==> src/rtl/ksa_swap_engine.sv <==
// RC4 key-scheduling swap pass: walks i over the S-RAM, accumulates j from S[i] and the key,
// and swaps S[i]/S[j] through a single registered RAM port with configurable read latency.
module ksa_swap_engine #(
  parameter int AW         = 8,
  parameter int KEY_LEN    = 3,
  parameter int RD_LATENCY = 2
) (
  input  logic                 clk,
  input  logic                 rst_n,
  input  logic                 i_start,
  input  logic [KEY_LEN*8-1:0] i_key,
  output logic                 o_busy,
  output logic                 o_done,
  output logic [AW-1:0]        o_addr,
  input  logic [AW-1:0]        i_rddata,
  output logic [AW-1:0]        o_wrdata,
  output logic                 o_wren
);

  localparam int DEPTH = 2 ** AW;
  localparam int KW    = (KEY_LEN > 1) ? $clog2(KEY_LEN) : 1;
  localparam int LW    = (RD_LATENCY > 1) ? $clog2(RD_LATENCY) : 1;
  localparam logic [AW-1:0] LAST_I = AW'(DEPTH - 1);
  localparam logic [KW-1:0] LAST_K = KW'(KEY_LEN - 1);
  localparam logic [LW-1:0] LAST_L = LW'(RD_LATENCY - 1);

  typedef enum logic [3:0] {
    IDLE, RD_I, WAIT_I, CAP_I, RD_J, WAIT_J, CAP_J, WR_J, WR_I, NEXT
  } state_t;

  state_t r_state, w_stateNxt;

  logic [KEY_LEN*8-1:0] r_key, w_keyNxt;
  logic [AW-1:0]        r_i, w_iNxt;
  logic [AW-1:0]        r_j, w_jNxt;
  logic [KW-1:0]        r_kidx, w_kidxNxt;
  logic [AW-1:0]        r_si, w_siNxt;
  logic [AW-1:0]        r_sj, w_sjNxt;
  logic [LW-1:0]        r_lat, w_latNxt;
  logic [AW-1:0]        r_addr, w_addrNxt;
  logic [AW-1:0]        r_wrdata, w_wrdataNxt;
  logic                 r_wren, w_wrenNxt;
  logic                 r_busy, w_busyNxt;
  logic                 r_done, w_doneNxt;

  logic [7:0]    w_keyByte;
  logic [AW-1:0] w_keyAw;
  logic          w_accept;
  logic          w_latLast;
  logic          w_lastIter;

  assign w_accept   = i_start && !r_busy;
  assign w_latLast  = (r_lat == LAST_L);
  assign w_lastIter = (r_i == LAST_I);

  // Key byte 0 sits in the top byte of the key; select by the wrapping kidx counter.
  always_comb begin
    w_keyByte = '0;
    for (int k = 0; k < KEY_LEN; k++) begin
      if (r_kidx == KW'(k)) w_keyByte = r_key[KEY_LEN*8-1-8*k -: 8];
    end
  end

  assign w_keyAw = AW'(w_keyByte);

  always_ff @(posedge clk or negedge rst_n) begin
    if (!rst_n) begin
      r_state  <= IDLE;
      r_key    <= '0;
      r_i      <= '0;
      r_j      <= '0;
      r_kidx   <= '0;
      r_si     <= '0;
      r_sj     <= '0;
      r_lat    <= '0;
      r_addr   <= '0;
      r_wrdata <= '0;
      r_wren   <= 1'b0;
      r_busy   <= 1'b0;
      r_done   <= 1'b0;
    end else begin
      r_state  <= w_stateNxt;
      r_key    <= w_keyNxt;
      r_i      <= w_iNxt;
      r_j      <= w_jNxt;
      r_kidx   <= w_kidxNxt;
      r_si     <= w_siNxt;
      r_sj     <= w_sjNxt;
      r_lat    <= w_latNxt;
      r_addr   <= w_addrNxt;
      r_wrdata <= w_wrdataNxt;
      r_wren   <= w_wrenNxt;
      r_busy   <= w_busyNxt;
      r_done   <= w_doneNxt;
    end
  end

  always_comb begin
    w_stateNxt = r_state;
    case (r_state)
      IDLE:    if (w_accept) w_stateNxt = RD_I;
      RD_I:    w_stateNxt = WAIT_I;
      WAIT_I:  if (w_latLast) w_stateNxt = CAP_I;
      CAP_I:   w_stateNxt = RD_J;
      RD_J:    w_stateNxt = (r_j == r_i) ? NEXT : WAIT_J;
      WAIT_J:  if (w_latLast) w_stateNxt = CAP_J;
      CAP_J:   w_stateNxt = WR_J;
      WR_J:    w_stateNxt = WR_I;
      WR_I:    w_stateNxt = NEXT;
      NEXT:    w_stateNxt = w_lastIter ? IDLE : RD_I;
      default: w_stateNxt = IDLE;
    endcase
  end

  // Next values for every registered output and datapath register.
  always_comb begin
    w_keyNxt    = r_key;
    w_iNxt      = r_i;
    w_jNxt      = r_j;
    w_kidxNxt   = r_kidx;
    w_siNxt     = r_si;
    w_sjNxt     = r_sj;
    w_latNxt    = r_lat;
    w_addrNxt   = r_addr;
    w_wrdataNxt = r_wrdata;
    w_wrenNxt   = r_wren;
    w_busyNxt   = r_busy;
    w_doneNxt   = r_done;
    case (r_state)
      IDLE: begin
        w_wrenNxt = 1'b0;
        if (w_accept) begin
          w_keyNxt  = i_key;
          w_iNxt    = '0;
          w_jNxt    = '0;
          w_kidxNxt = '0;
          w_doneNxt = 1'b0;
          w_busyNxt = 1'b1;
        end
      end
      RD_I: begin
        w_addrNxt = r_i;
        w_wrenNxt = 1'b0;
        w_latNxt  = '0;
      end
      WAIT_I, WAIT_J: w_latNxt = r_lat + 1'b1;
      CAP_I: begin
        w_siNxt = i_rddata;
        w_jNxt  = r_j + i_rddata + w_keyAw;
      end
      RD_J: begin
        if (r_j != r_i) begin
          w_addrNxt = r_j;
          w_latNxt  = '0;
        end
      end
      CAP_J: w_sjNxt = i_rddata;
      WR_J: begin
        w_wrenNxt   = 1'b1;
        w_addrNxt   = r_j;
        w_wrdataNxt = r_si;
      end
      WR_I: begin
        w_wrenNxt   = 1'b1;
        w_addrNxt   = r_i;
        w_wrdataNxt = r_sj;
      end
      NEXT: begin
        w_wrenNxt = 1'b0;
        if (w_lastIter) begin
          w_doneNxt = 1'b1;
          w_busyNxt = 1'b0;
          w_addrNxt = '0;
        end else begin
          w_iNxt    = r_i + 1'b1;
          w_kidxNxt = (r_kidx == LAST_K) ? '0 : r_kidx + 1'b1;
        end
      end
      default: w_wrenNxt = 1'b0;
    endcase
  end

  assign o_busy   = r_busy;
  assign o_done   = r_done;
  assign o_addr   = r_addr;
  assign o_wrdata = r_wrdata;
  assign o_wren   = r_wren;

endmodule

==> config.mk <==
export PLATFORM = sky130hd
export DESIGN_NAME = ksa_swap_engine
export DESIGN_NICKNAME = d
export VERILOG_FILES = /design/src/rtl/ksa_swap_engine.sv
export SDC_FILE = /design/constraint.sdc
export NUM_CORES = 1
export LEC_CHECK = 0
export ABC_CLOCK_PERIOD_IN_PS = 2900
export CORE_MARGIN = 1.5
export CORE_UTILIZATION = 51
export CTS_BUF_LIST = sky130_fd_sc_hd__clkbuf_16
export DETAILED_ROUTE_END_ITERATION = 8
export GPL_ROUTABILITY_DRIVEN = 0
export PLACE_DENSITY = 0.81
export REMOVE_ABC_BUFFERS = 1
export SLEW_MARGIN = 40
export SYNTH_ARGS = -nofsm -noshare
export SYNTH_HDL_FRONTEND = slang
export SYNTH_SLANG_ARGS = --single-unit
==> constraint.sdc <==
create_clock -name clk -period 2.9 [get_ports clk]
set_clock_uncertainty 0.05 [all_clocks]
set_input_delay 0.435 -clock clk [delete_from_list [all_inputs] [get_ports clk]]
set_output_delay 0.435 -clock clk [all_outputs]
set_load 0.02 [all_outputs]
Placed cells, one color a class:
The bar under the picture is 20 µm long.
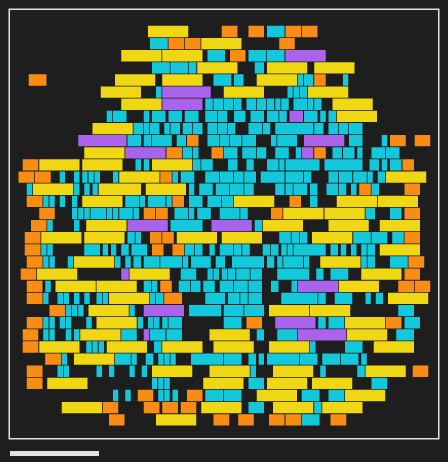
Key: purple = clock drivers and dummy loads [cells 16]; orange = other buffers and delay cells [cells 71]; yellow = flops [cells 82]; cyan = all other logic [cells 336]

Track usage over the die:
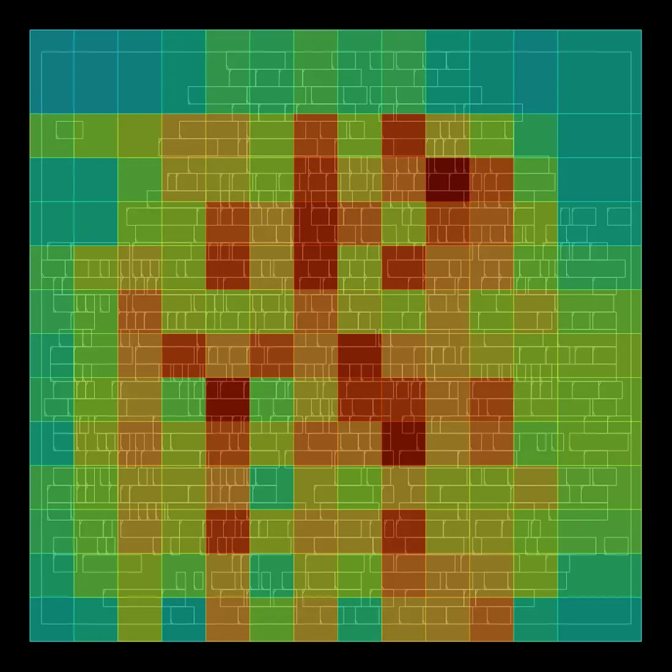
met1 routing resource usage after global routing: 30.7%
met2 track demand over resource: 36.5%
final routed wire length divided by cell count: 16.0 µm

==> flow_summary.html <==
<p>Metrics extracted from the flow reports.</p>
<table>
<tr><th>Metric</th><th>Value</th></tr>
<tr><th colspan="2">Final layout</th></tr>
<tr><td>Clock distribution area overhead in the final layout</td><td>under 10%</td></tr>
<tr><td>Biggest area consumer among cell classes</td><td>logic gates</td></tr>
<tr><td>Non-filler instance count after layout</td><td>610</td></tr>
<tr><td>Gate Area</td><td>2230 µm²</td></tr>
<tr><td>Mi-comb count</td><td>328</td></tr>
<tr><td>Comb area share</td><td>between 40% and 50%</td></tr>
<tr><td>Count of flip-flops and latches</td><td>82</td></tr>
<tr><th colspan="2">Yosys</th></tr>
<tr><td>Count of mapped cells out of synthesis</td><td>446</td></tr>
<tr><td>XORs/XNORs by Area</td><td>between 4 and 5%</td></tr>
<tr><td>Sequential fraction of the synthesis area</td><td>46.6%</td></tr>
<tr><td>Share of cell area taken by muxes after synthesis</td><td>10.0%</td></tr>
<tr><th colspan="2">Worst setup path</th></tr>
<tr><td>Nature of the critical path endpoint</td><td>flip-flop</td></tr>
<tr><td>Largest fanout of any net on the critical path</td><td>5</td></tr>
<tr><td>Arrival time worst endpoint</td><td>3.01 ns</td></tr>
<tr><td>Worst reg2reg path depth</td><td>9</td></tr>
<tr><td>Crit. Startpoint</td><td>r_kidx[0]$_DFFE_PN0P_</td></tr>
<tr><th colspan="2">Power and ir drop</th></tr>
<tr><td>Leakage power of the design</td><td>2.46 nW</td></tr>
<tr><td>Net switching power</td><td>2.63 mW</td></tr>
<tr><td>Design internal power</td><td>4.17 mW</td></tr>
<tr><td>Relative contribution of combinational cells to total power</td><td>48.9%</td></tr>
<tr><th colspan="2">Die</th></tr>
<tr><td>Placeable core area</td><td>8300 µm²</td></tr>
<tr><td>Horizontal die size</td><td>95.9 µm</td></tr>
<tr><th colspan="2">Status</th></tr>
<tr><td>Result of the run</td><td>finished, final reports clean</td></tr>
<tr><th colspan="2">GRT</th></tr>
<tr><td>Grt total ovfl</td><td>0</td></tr>
<tr><th colspan="2">Clocking</th></tr>
<tr><td>Number of sinks driven by the clock tree</td><td>82</td></tr>
</table>
Wiring by layer:
The bar under the picture is 20 µm long. Only two layers are drawn.
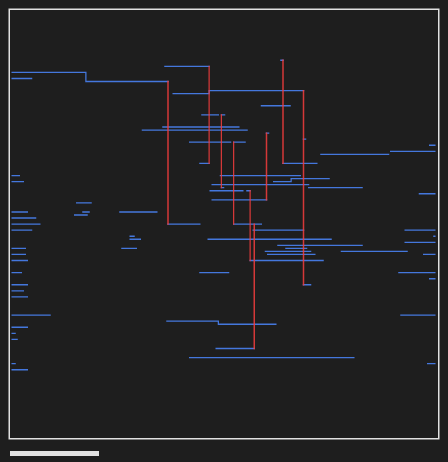
Key: red = met4 [wire length 214 µm]; blue = met3 [wire length 594 µm]
total global routing track utilization: 23.1%
Total Wirelength: 9770 µm
overall via count from detail_route: 3450

Where the registers sit:
The bar under the picture is 20 µm long. Other sequential cells in the stronger gray, the rest of the logic in the fainter gray.
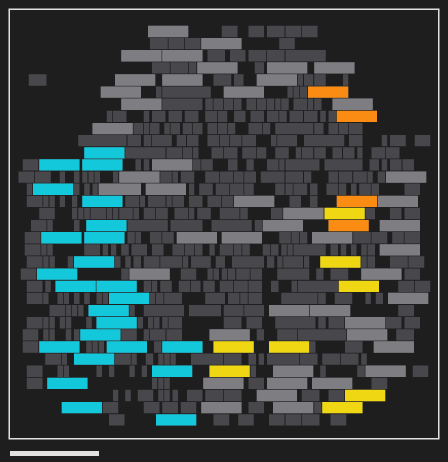
Key: orange = r_state [sequential cells 4]; cyan = r_key [sequential cells 24]; yellow = r_sj [sequential cells 8, where lower right]
area of all sequential standard cells: 2050 µm²
fraction of standard cell area that is sequential: 37.6%

Yosys cell counts (all sizes together) (2+ instances only):
| cell | instances |
|---|---|
| a22o | 5 |
| inv | 8 |
| or2 | 2 |
| nand4 | 7 |
| o31a | 2 |
| mux2 | 24 |
| a211oi | 2 |
| a31oi | 8 |
| and4 | 2 |
| ha | 7 |
| buf | 12 |
| xnor2 | 12 |
| fa | 8 |
| mux2i | 17 |
| nor2 | 23 |
| a21o | 3 |
| nand3 | 12 |
| nor3b | 3 |
| nand2 | 99 |
| dfrtp | 82 |
| nor2b | 9 |
| a22oi | 10 |
| nor4b | 3 |
| nand2b | 4 |
| o21ai | 34 |
| a21oi | 7 |
| and3 | 3 |
| xor2 | 9 |
| clkbuf | 16 |
Power figures rest on the tool's default switching activity, not on a simulated workload.
